--- src/rtl/bin_mult_pkg.sv ---
// Shared definitions for the multiplier accumulate stage: FSM state encoding and
// the accumulator width derived from operand width plus guard bits.
package bin_mult_pkg;

    typedef enum logic [1:0] {
        ST_IDLE  = 2'd0,
        ST_ACCUM = 2'd1,
        ST_DONE  = 2'd2
    } state_t;

    localparam int D_DEFAULT     = 16;
    localparam int G_DEFAULT     = 8;
    localparam int LEN_W_DEFAULT = 8;

    // Product is 2*d bits wide; g guard bits absorb carries from up to 2^g products.
    function automatic int acc_width(input int d, input int g);
        return 2 * d + g;
    endfunction

endpackage

--- src/rtl/bin_mult_accumulator_if.sv ---
// Product-in / result-out bundle between the multiplier and the accumulate stage.
// The master drives products and control; the slave (accumulator) returns the result.
interface bin_mult_accumulator_if #(
    parameter int D     = bin_mult_pkg::D_DEFAULT,
    parameter int G     = bin_mult_pkg::G_DEFAULT,
    parameter int LEN_W = bin_mult_pkg::LEN_W_DEFAULT
);
    localparam int ACC_W = bin_mult_pkg::acc_width(D, G);

    logic               start;
    logic [LEN_W-1:0]   len;
    logic               clear;
    logic               prod_valid;
    logic [2*D-1:0]     prod;
    logic               busy;
    logic               res_valid;
    logic               res_ready;
    logic [ACC_W-1:0]   res_data;
    logic               ovf;
    logic               drop;

    modport master (
        output start, len, clear, prod_valid, prod, res_ready,
        input  busy, res_valid, res_data, ovf, drop
    );

    modport slave (
        input  start, len, clear, prod_valid, prod, res_ready,
        output busy, res_valid, res_data, ovf, drop
    );

endinterface

--- src/rtl/bin_mult_accumulator.sv ---
// Sums a programmed number of unsigned products into a wide accumulator and holds
// the result behind a valid/ready handshake; all outputs are registered.
module bin_mult_accumulator
    import bin_mult_pkg::*;
#(
    parameter int D     = D_DEFAULT,
    parameter int G     = G_DEFAULT,
    parameter int LEN_W = LEN_W_DEFAULT
) (
    input  logic                   clk,
    input  logic                   rst,
    bin_mult_accumulator_if.slave  bus
);
    localparam int ACC_W = acc_width(D, G);

    state_t              state_q, state_d;
    logic [ACC_W-1:0]    acc_q, acc_d;
    logic [ACC_W-1:0]    res_data_q, res_data_d;
    logic [LEN_W-1:0]    len_q, len_d;
    logic [LEN_W-1:0]    count_q, count_d;
    logic                res_valid_q, res_valid_d;
    logic                busy_q, busy_d;
    logic                ovf_q, ovf_d;
    logic                drop_q, drop_d;
    logic [ACC_W:0]      sum;

    always_comb begin
        state_d     = state_q;
        acc_d       = acc_q;
        res_data_d  = res_data_q;
        len_d       = len_q;
        count_d     = count_q;
        res_valid_d = res_valid_q;
        ovf_d       = ovf_q;
        drop_d      = drop_q;
        // Extra top bit of the adder is the carry-out that flags wrap-around.
        sum         = {1'b0, acc_q} + (ACC_W + 1)'(bus.prod);

        if (bus.clear) begin
            state_d     = ST_IDLE;
            res_valid_d = 1'b0;
            acc_d       = '0;
            count_d     = '0;
        end else begin
            case (state_q)
                ST_IDLE: begin
                    if (bus.start) begin
                        acc_d   = '0;
                        count_d = '0;
                        ovf_d   = 1'b0;
                        drop_d  = 1'b0;
                        if (bus.len != '0) begin
                            len_d   = bus.len;
                            state_d = ST_ACCUM;
                        end else begin
                            res_data_d  = '0;
                            res_valid_d = 1'b1;
                            state_d     = ST_DONE;
                        end
                    end else if (bus.prod_valid) begin
                        drop_d = 1'b1;
                    end
                end

                ST_ACCUM: begin
                    if (bus.prod_valid) begin
                        acc_d   = sum[ACC_W-1:0];
                        count_d = count_q + LEN_W'(1);
                        if (sum[ACC_W]) begin
                            ovf_d = 1'b1;
                        end
                        if (count_q == len_q - LEN_W'(1)) begin
                            res_data_d  = sum[ACC_W-1:0];
                            res_valid_d = 1'b1;
                            state_d     = ST_DONE;
                        end
                    end
                end

                ST_DONE: begin
                    if (bus.prod_valid) begin
                        drop_d = 1'b1;
                    end
                    // A start in the handshake cycle is deliberately not taken.
                    if (res_valid_q && bus.res_ready) begin
                        res_valid_d = 1'b0;
                        state_d     = ST_IDLE;
                    end
                end

                default: begin
                    state_d     = ST_IDLE;
                    res_valid_d = 1'b0;
                end
            endcase
        end

        busy_d = (state_d != ST_IDLE);
    end

    always_ff @(posedge clk or posedge rst) begin
        if (rst) begin
            state_q     <= ST_IDLE;
            acc_q       <= '0;
            res_data_q  <= '0;
            len_q       <= '0;
            count_q     <= '0;
            res_valid_q <= 1'b0;
            busy_q      <= 1'b0;
            ovf_q       <= 1'b0;
            drop_q      <= 1'b0;
        end else begin
            state_q     <= state_d;
            acc_q       <= acc_d;
            res_data_q  <= res_data_d;
            len_q       <= len_d;
            count_q     <= count_d;
            res_valid_q <= res_valid_d;
            busy_q      <= busy_d;
            ovf_q       <= ovf_d;
            drop_q      <= drop_d;
        end
    end

    assign bus.busy      = busy_q;
    assign bus.res_valid = res_valid_q;
    assign bus.res_data  = res_data_q;
    assign bus.ovf       = ovf_q;
    assign bus.drop      = drop_q;

endmodule
--- src/flat_wrapper.sv ---
// flat-port wrapper written by rule: the top's interface ports become plain ports
module bin_mult_accumulator_flat import bin_mult_pkg::*;
#(
    parameter int D     = D_DEFAULT,
    parameter int G     = G_DEFAULT,
    parameter int LEN_W = LEN_W_DEFAULT
)
  (clk, rst, bus_start, bus_len, bus_clear, bus_prod_valid, bus_prod, bus_res_ready, bus_busy, bus_res_valid, bus_res_data, bus_ovf, bus_drop);
  bin_mult_accumulator_if #(.D(D), .G(G), .LEN_W(LEN_W)) bus_i ();
  input  logic clk;
  input  logic rst;
  input wire logic [$bits(bus_i.start)-1:0] bus_start;
  input wire logic [$bits(bus_i.len)-1:0] bus_len;
  input wire logic [$bits(bus_i.clear)-1:0] bus_clear;
  input wire logic [$bits(bus_i.prod_valid)-1:0] bus_prod_valid;
  input wire logic [$bits(bus_i.prod)-1:0] bus_prod;
  input wire logic [$bits(bus_i.res_ready)-1:0] bus_res_ready;
  output wire logic [$bits(bus_i.busy)-1:0] bus_busy;
  output wire logic [$bits(bus_i.res_valid)-1:0] bus_res_valid;
  output wire logic [$bits(bus_i.res_data)-1:0] bus_res_data;
  output wire logic [$bits(bus_i.ovf)-1:0] bus_ovf;
  output wire logic [$bits(bus_i.drop)-1:0] bus_drop;
  assign bus_i.start = bus_start;
  assign bus_i.len = bus_len;
  assign bus_i.clear = bus_clear;
  assign bus_i.prod_valid = bus_prod_valid;
  assign bus_i.prod = bus_prod;
  assign bus_i.res_ready = bus_res_ready;
  assign bus_busy = bus_i.busy;
  assign bus_res_valid = bus_i.res_valid;
  assign bus_res_data = bus_i.res_data;
  assign bus_ovf = bus_i.ovf;
  assign bus_drop = bus_i.drop;
  bin_mult_accumulator #(.D(D), .G(G), .LEN_W(LEN_W)) u_core (.clk(clk), .rst(rst), .bus(bus_i));
endmodule
--- config.mk ---
export PLATFORM = sky130hd
export DESIGN_NAME = bin_mult_accumulator_flat
export DESIGN_NICKNAME = d
export VERILOG_FILES = /design/src/rtl/bin_mult_pkg.sv /design/src/rtl/bin_mult_accumulator_if.sv /design/src/rtl/bin_mult_accumulator.sv /design/src/flat_wrapper.sv
export SDC_FILE = /design/constraint.sdc
export NUM_CORES = 1
export LEC_CHECK = 0
export CORE_ASPECT_RATIO = 0.7
export CORE_MARGIN = 8
export CORE_UTILIZATION = 45
export CTS_CLUSTER_DIAMETER = 50
export CTS_CLUSTER_SIZE = 14
export DETAILED_ROUTE_END_ITERATION = 8
export PLACE_DENSITY_LB_ADDON = 0.15
export SETUP_SLACK_MARGIN = 0.05
export SLEW_MARGIN = 20
export SYNTH_ARGS = -nofsm -noshare
export SYNTH_HDL_FRONTEND = slang
export SYNTH_SLANG_ARGS = --single-unit
export TNS_END_PERCENT = 20
--- constraint.sdc ---
create_clock -name clk -period 5.3 [get_ports clk]
set_input_delay 1.06 -clock clk [delete_from_list [all_inputs] [get_ports clk]]
set_output_delay 1.06 -clock clk [all_outputs]
set_load 0.02 [all_outputs]
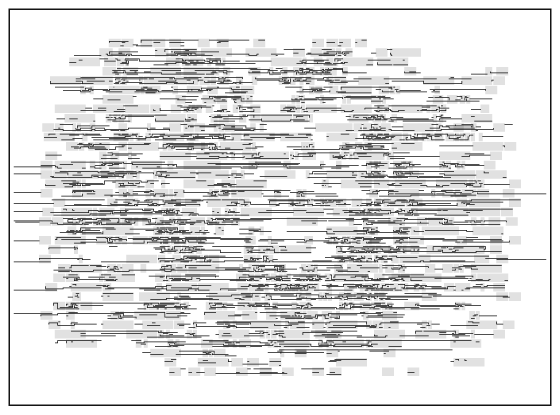
**Above:** run 1 (M1 wires).
share of all routed wire: 49%
main direction: horizontal
longest straight run: 50.1 um
wire length on this layer: 8520 um
nets with wire on the layer: 799
final wirelength: 17600 um
GR Layer Usage met1: 28.0%
Vias: 5555

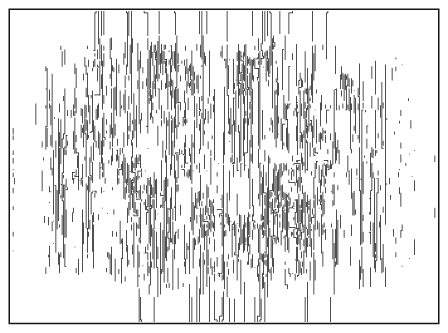
**Above:** run 1 (M2 wires).
main direction: vertical
longest straight run: 58.5 um
share of all routed wire: 43%
met2 Use GR: 30.0%

==> results.json, run 1 <==
{
  "hold_ws_ps": 477,
  "yosys-top-cells-count": "nand2_1, dfrtp_1, o21ai_0",
  "post_cts_resized": 0,
  "overflow": 0,
  "reg2reg_to": "u_core.bus.res_data[18]$_DFFE_PP0P_",
  "clockBufferDepth": 2,
  "placed_cells": 961,
  "grt_pass1_vias": 5443,
  "mux_share_pct": 1.79,
  "area_growth_pct": 22.3,
  "crit_fanout": 6,
  "worst_slack_ps": 1230,
  "gp_congestion": 0.925,
  "cts_root_buffer": "clkbuf_16",
  "fp-utilization_pct": 45.4,
  "clkTransAtPathRegs_ps": 70,
  "post-cts-setup-buffer-count": 0,
  "yosys-top-cells-area": "dfrtp_1, ha_1, nand2_1, o21ai_0, xnor2_1",
  "antennaDiodeCount": 0,
  "die_y_um": 114,
  "h-tree-depth": 3,
  "hold_class": "reg2reg",
  "yosysWarnings": 0,
  "yosys.area.top_type_share_pct": 41.1,
  "ff_type": "dfrtp_1",
  "synthTopLogicFamily": "AND-OR/OR-AND gates",
  "via_per_inst": 5.69,
  "synth_nets": 788,
  "warning_count": 26,
  "outcome": "finished, final reports clean",
  "crit_arrival_ps": 4340,
  "nets": 863,
  "drv_slew": 0,
  "min_to": "u_core.bus.res_data[29]$_DFFE_PP0P_",
  "cap_violations": 0,
  "crit_end": "u_core.acc_q[32]$_DFFE_PP0P_",
  "avgSynthCellArea_um2": 8.78,
  "layout-drive-gt1-share_pct": 4.96,
  "design_area_um2": 7600,
  "cts_tree": "built",
  "hold_depth": 2,
  "grt_usage_pct": 19.9,
  "setup_viol": 0,
  "crit_path_max_incr_delay_ps": 470,
  "ys_types": 57,
  "cp_slowest_cell": "clkdlybuf4s50_1"
}
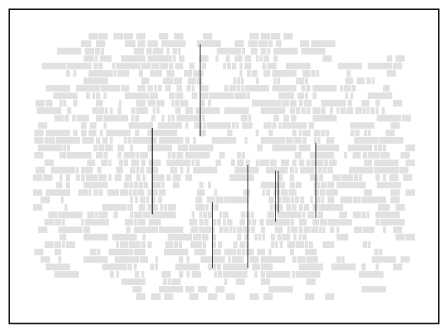
**Above:** run 1 (met4 routing).
main direction: vertical
wire length on this layer: 186 um

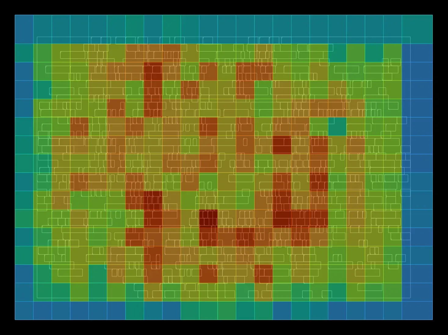
**Above:** run 1 (routing congestion map).
Most Crowded Layer GR: met2
Util after Layout: 55.5%
met3 Track Usage GR: 4.86%

==> run 1: worst register-to-register path, cell delays in order (launching register included) <==
cell	delay (ps)
dfrtp_1	540
inv_1	160
nor2_1	780
nand2_1	800
or3_1	760
o21ai_0	290
==> run 1: report_power, final <==
part           total, mW  internal, mW  switching (mW)
registers          0.861         0.817          0.0437
logic              0.422         0.171           0.251
clock network      0.755         0.459           0.296
total               2.04          1.45           0.591
==> run 1: final cells by class <==
class / count / area, um^2
clock buffer: 9 / 225
timing repair buffer: 93 / 921
multi-input combinational: 554 / 3470
fill: 1256 / 6100
tap: 190 / 238
clock inverter: 6 / 109
sequential: 102 / 2550
inverter: 22 / 85.1
==> run 1: per-layer routing <==
layer  vias to the layer above  wire length [um]
met3                        17              1310
met1                      2663              8520
met4                         0               186
met2                       209              7540
met5                         -                 0
li1                       2666                 -
**Run 1: local utilization**

Bar = 50 um. 16 x 11 tiles, from dark blue (low) to red (high), 0 to 100% covered.
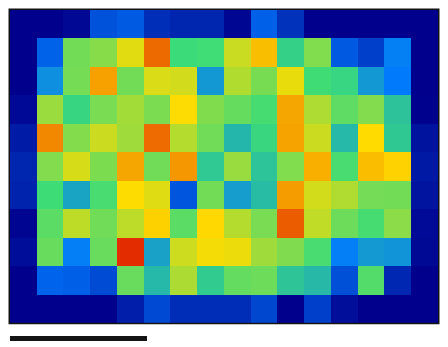

==> run 2: changes to the inputs <==
clock period = 4.05 ns   (was 5.3 ns; I/O delays follow)
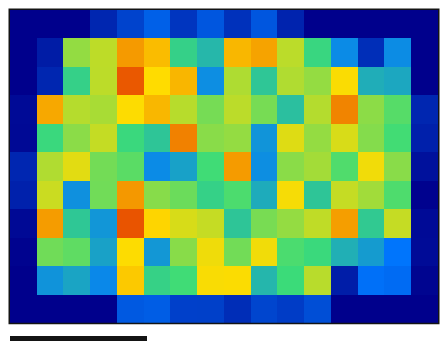
**Above:** run 2 (local utilization).
Bar = 50 um. 16 x 11 tiles, from dark blue (low) to red (high), 0 to 100% covered.
densest ninth of the die: centre
nearly empty tiles: 15%
fullest tile: 90%
mean over tiles: 42%
tiles over 75% full: 10%
CORE AREA: 13700 um^2
Initial Util: 45.4%
Util after Layout: 56.1%

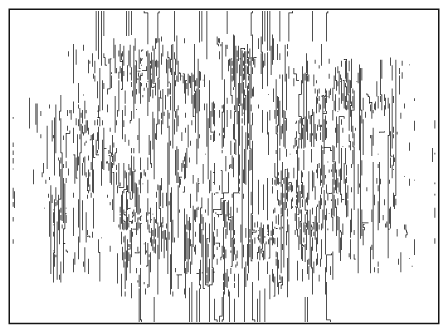
**Above:** run 2 (M2 wires).
main direction: vertical
longest straight run: 52.0 um
share of all routed wire: 43%
met2 Use GR: 31.6%
Vias: 5615
final wirelength: 17600 um

==> run 2 against run 1 <==
Register-to-register slack worse by 1200 ps; global-route usage up 0.56 points; synthesized cell count unchanged; combinational power up 36%; hold slack worse by 0.59 ps; sequential cell count unchanged; setup slack worse by 880 ps; critical path type unchanged; largest power group unchanged; highest routed layer unchanged.
==> results.json, run 2 <==
{
  "outcome": "finished, final reports clean",
  "p_int_mw": 1.81,
  "clockBufferDepth": 2,
  "setup_viol": 0,
  "post-cts-setup-buffer-count": 0,
  "ff_type": "dfrtp_1",
  "overflow": 0,
  "nets": 879,
  "power_leader": "registers",
  "placed_cells": 977,
  "hold_class": "reg2reg",
  "comb-power_uw": 572,
  "hold_ws_ps": 476,
  "post_cts_resized": 0,
  "clk-power_uw": 886,
  "yosys-top-cells-area": "dfrtp_1, ha_1, nand2_1, o21ai_0, xnor2_1",
  "h-tree-depth": 3,
  "crit_arrival_ps": 3980,
  "gp_congestion": 0.901,
  "reg2reg_to": "u_core.bus.res_data[30]$_DFFE_PP0P_",
  "die_y_um": 114,
  "yosysWarnings": 0,
  "switching_power_uw": 770,
  "area_growth_pct": 23.6,
  "antennaDiodeCount": 0,
  "mux_share_pct": 1.79,
  "power.share.clock_pct": 34.3,
  "layout-drive-gt1-share_pct": 6.74,
  "grt_usage_pct": 20.4,
  "cts_root_buffer": "clkbuf_16",
  "cap_violations": 0,
  "warning_count": 26,
  "avgSynthCellArea_um2": 8.78,
  "grt_pass1_vias": 5624,
  "hold_depth": 2,
  "synthAoiAreaFrac_pct": 20.5,
  "min_to": "u_core.bus.res_data[20]$_DFFE_PP0P_",
  "synth_nets": 788,
  "power_frac_comb_pct": 22.1,
  "drv_slew": 0,
  "swShare_pct": 29.8,
  "crit_fanout": 6,
  "p_seq_mw": 1.13,
  "yosys-top-cells-count": "nand2_1, dfrtp_1, o21ai_0",
  "yosys.area.top_type_share_pct": 41.1,
  "cp_slowest_cell": "clkdlybuf4s50_1",
  "via_per_inst": 5.67,
  "seq_power_share_pct": 43.6
}
-- run 2: worst reg2reg max path: cells and delay by family, from the launching register on --
kind                     cells  cell delay, ps
flip-flops                   1             460
AND-OR/OR-AND                2             620
adder cells (fa/ha/maj)      1             200
AND/OR/NAND/NOR              3            1240
multiplexers                 1             280
buffers and inverters        2             460
-- run 2: area by class of cell --
type	count	area [um^2]
Fill cell	1270	6020
Timing Repair Buffer	109	1040
Inverter	22	85.1
Multi-Input combinational cell	554	3460
Tap cell	190	238
Clock buffer	11	253
Clock inverter	3	45.0
Sequential cell	102	2550
-- run 2: metal layers --
layer  GRT usage (%)  vias to the layer above  wire length (um)
li1                -                     2706                 -
met5               0                        -                 0
met3            4.94                       21              1200
met1            28.4                     2708              8660
met4            4.47                        0               165
met2            31.6                      180              7590
No activity file was given, so power comes from the tool's default toggle rates.
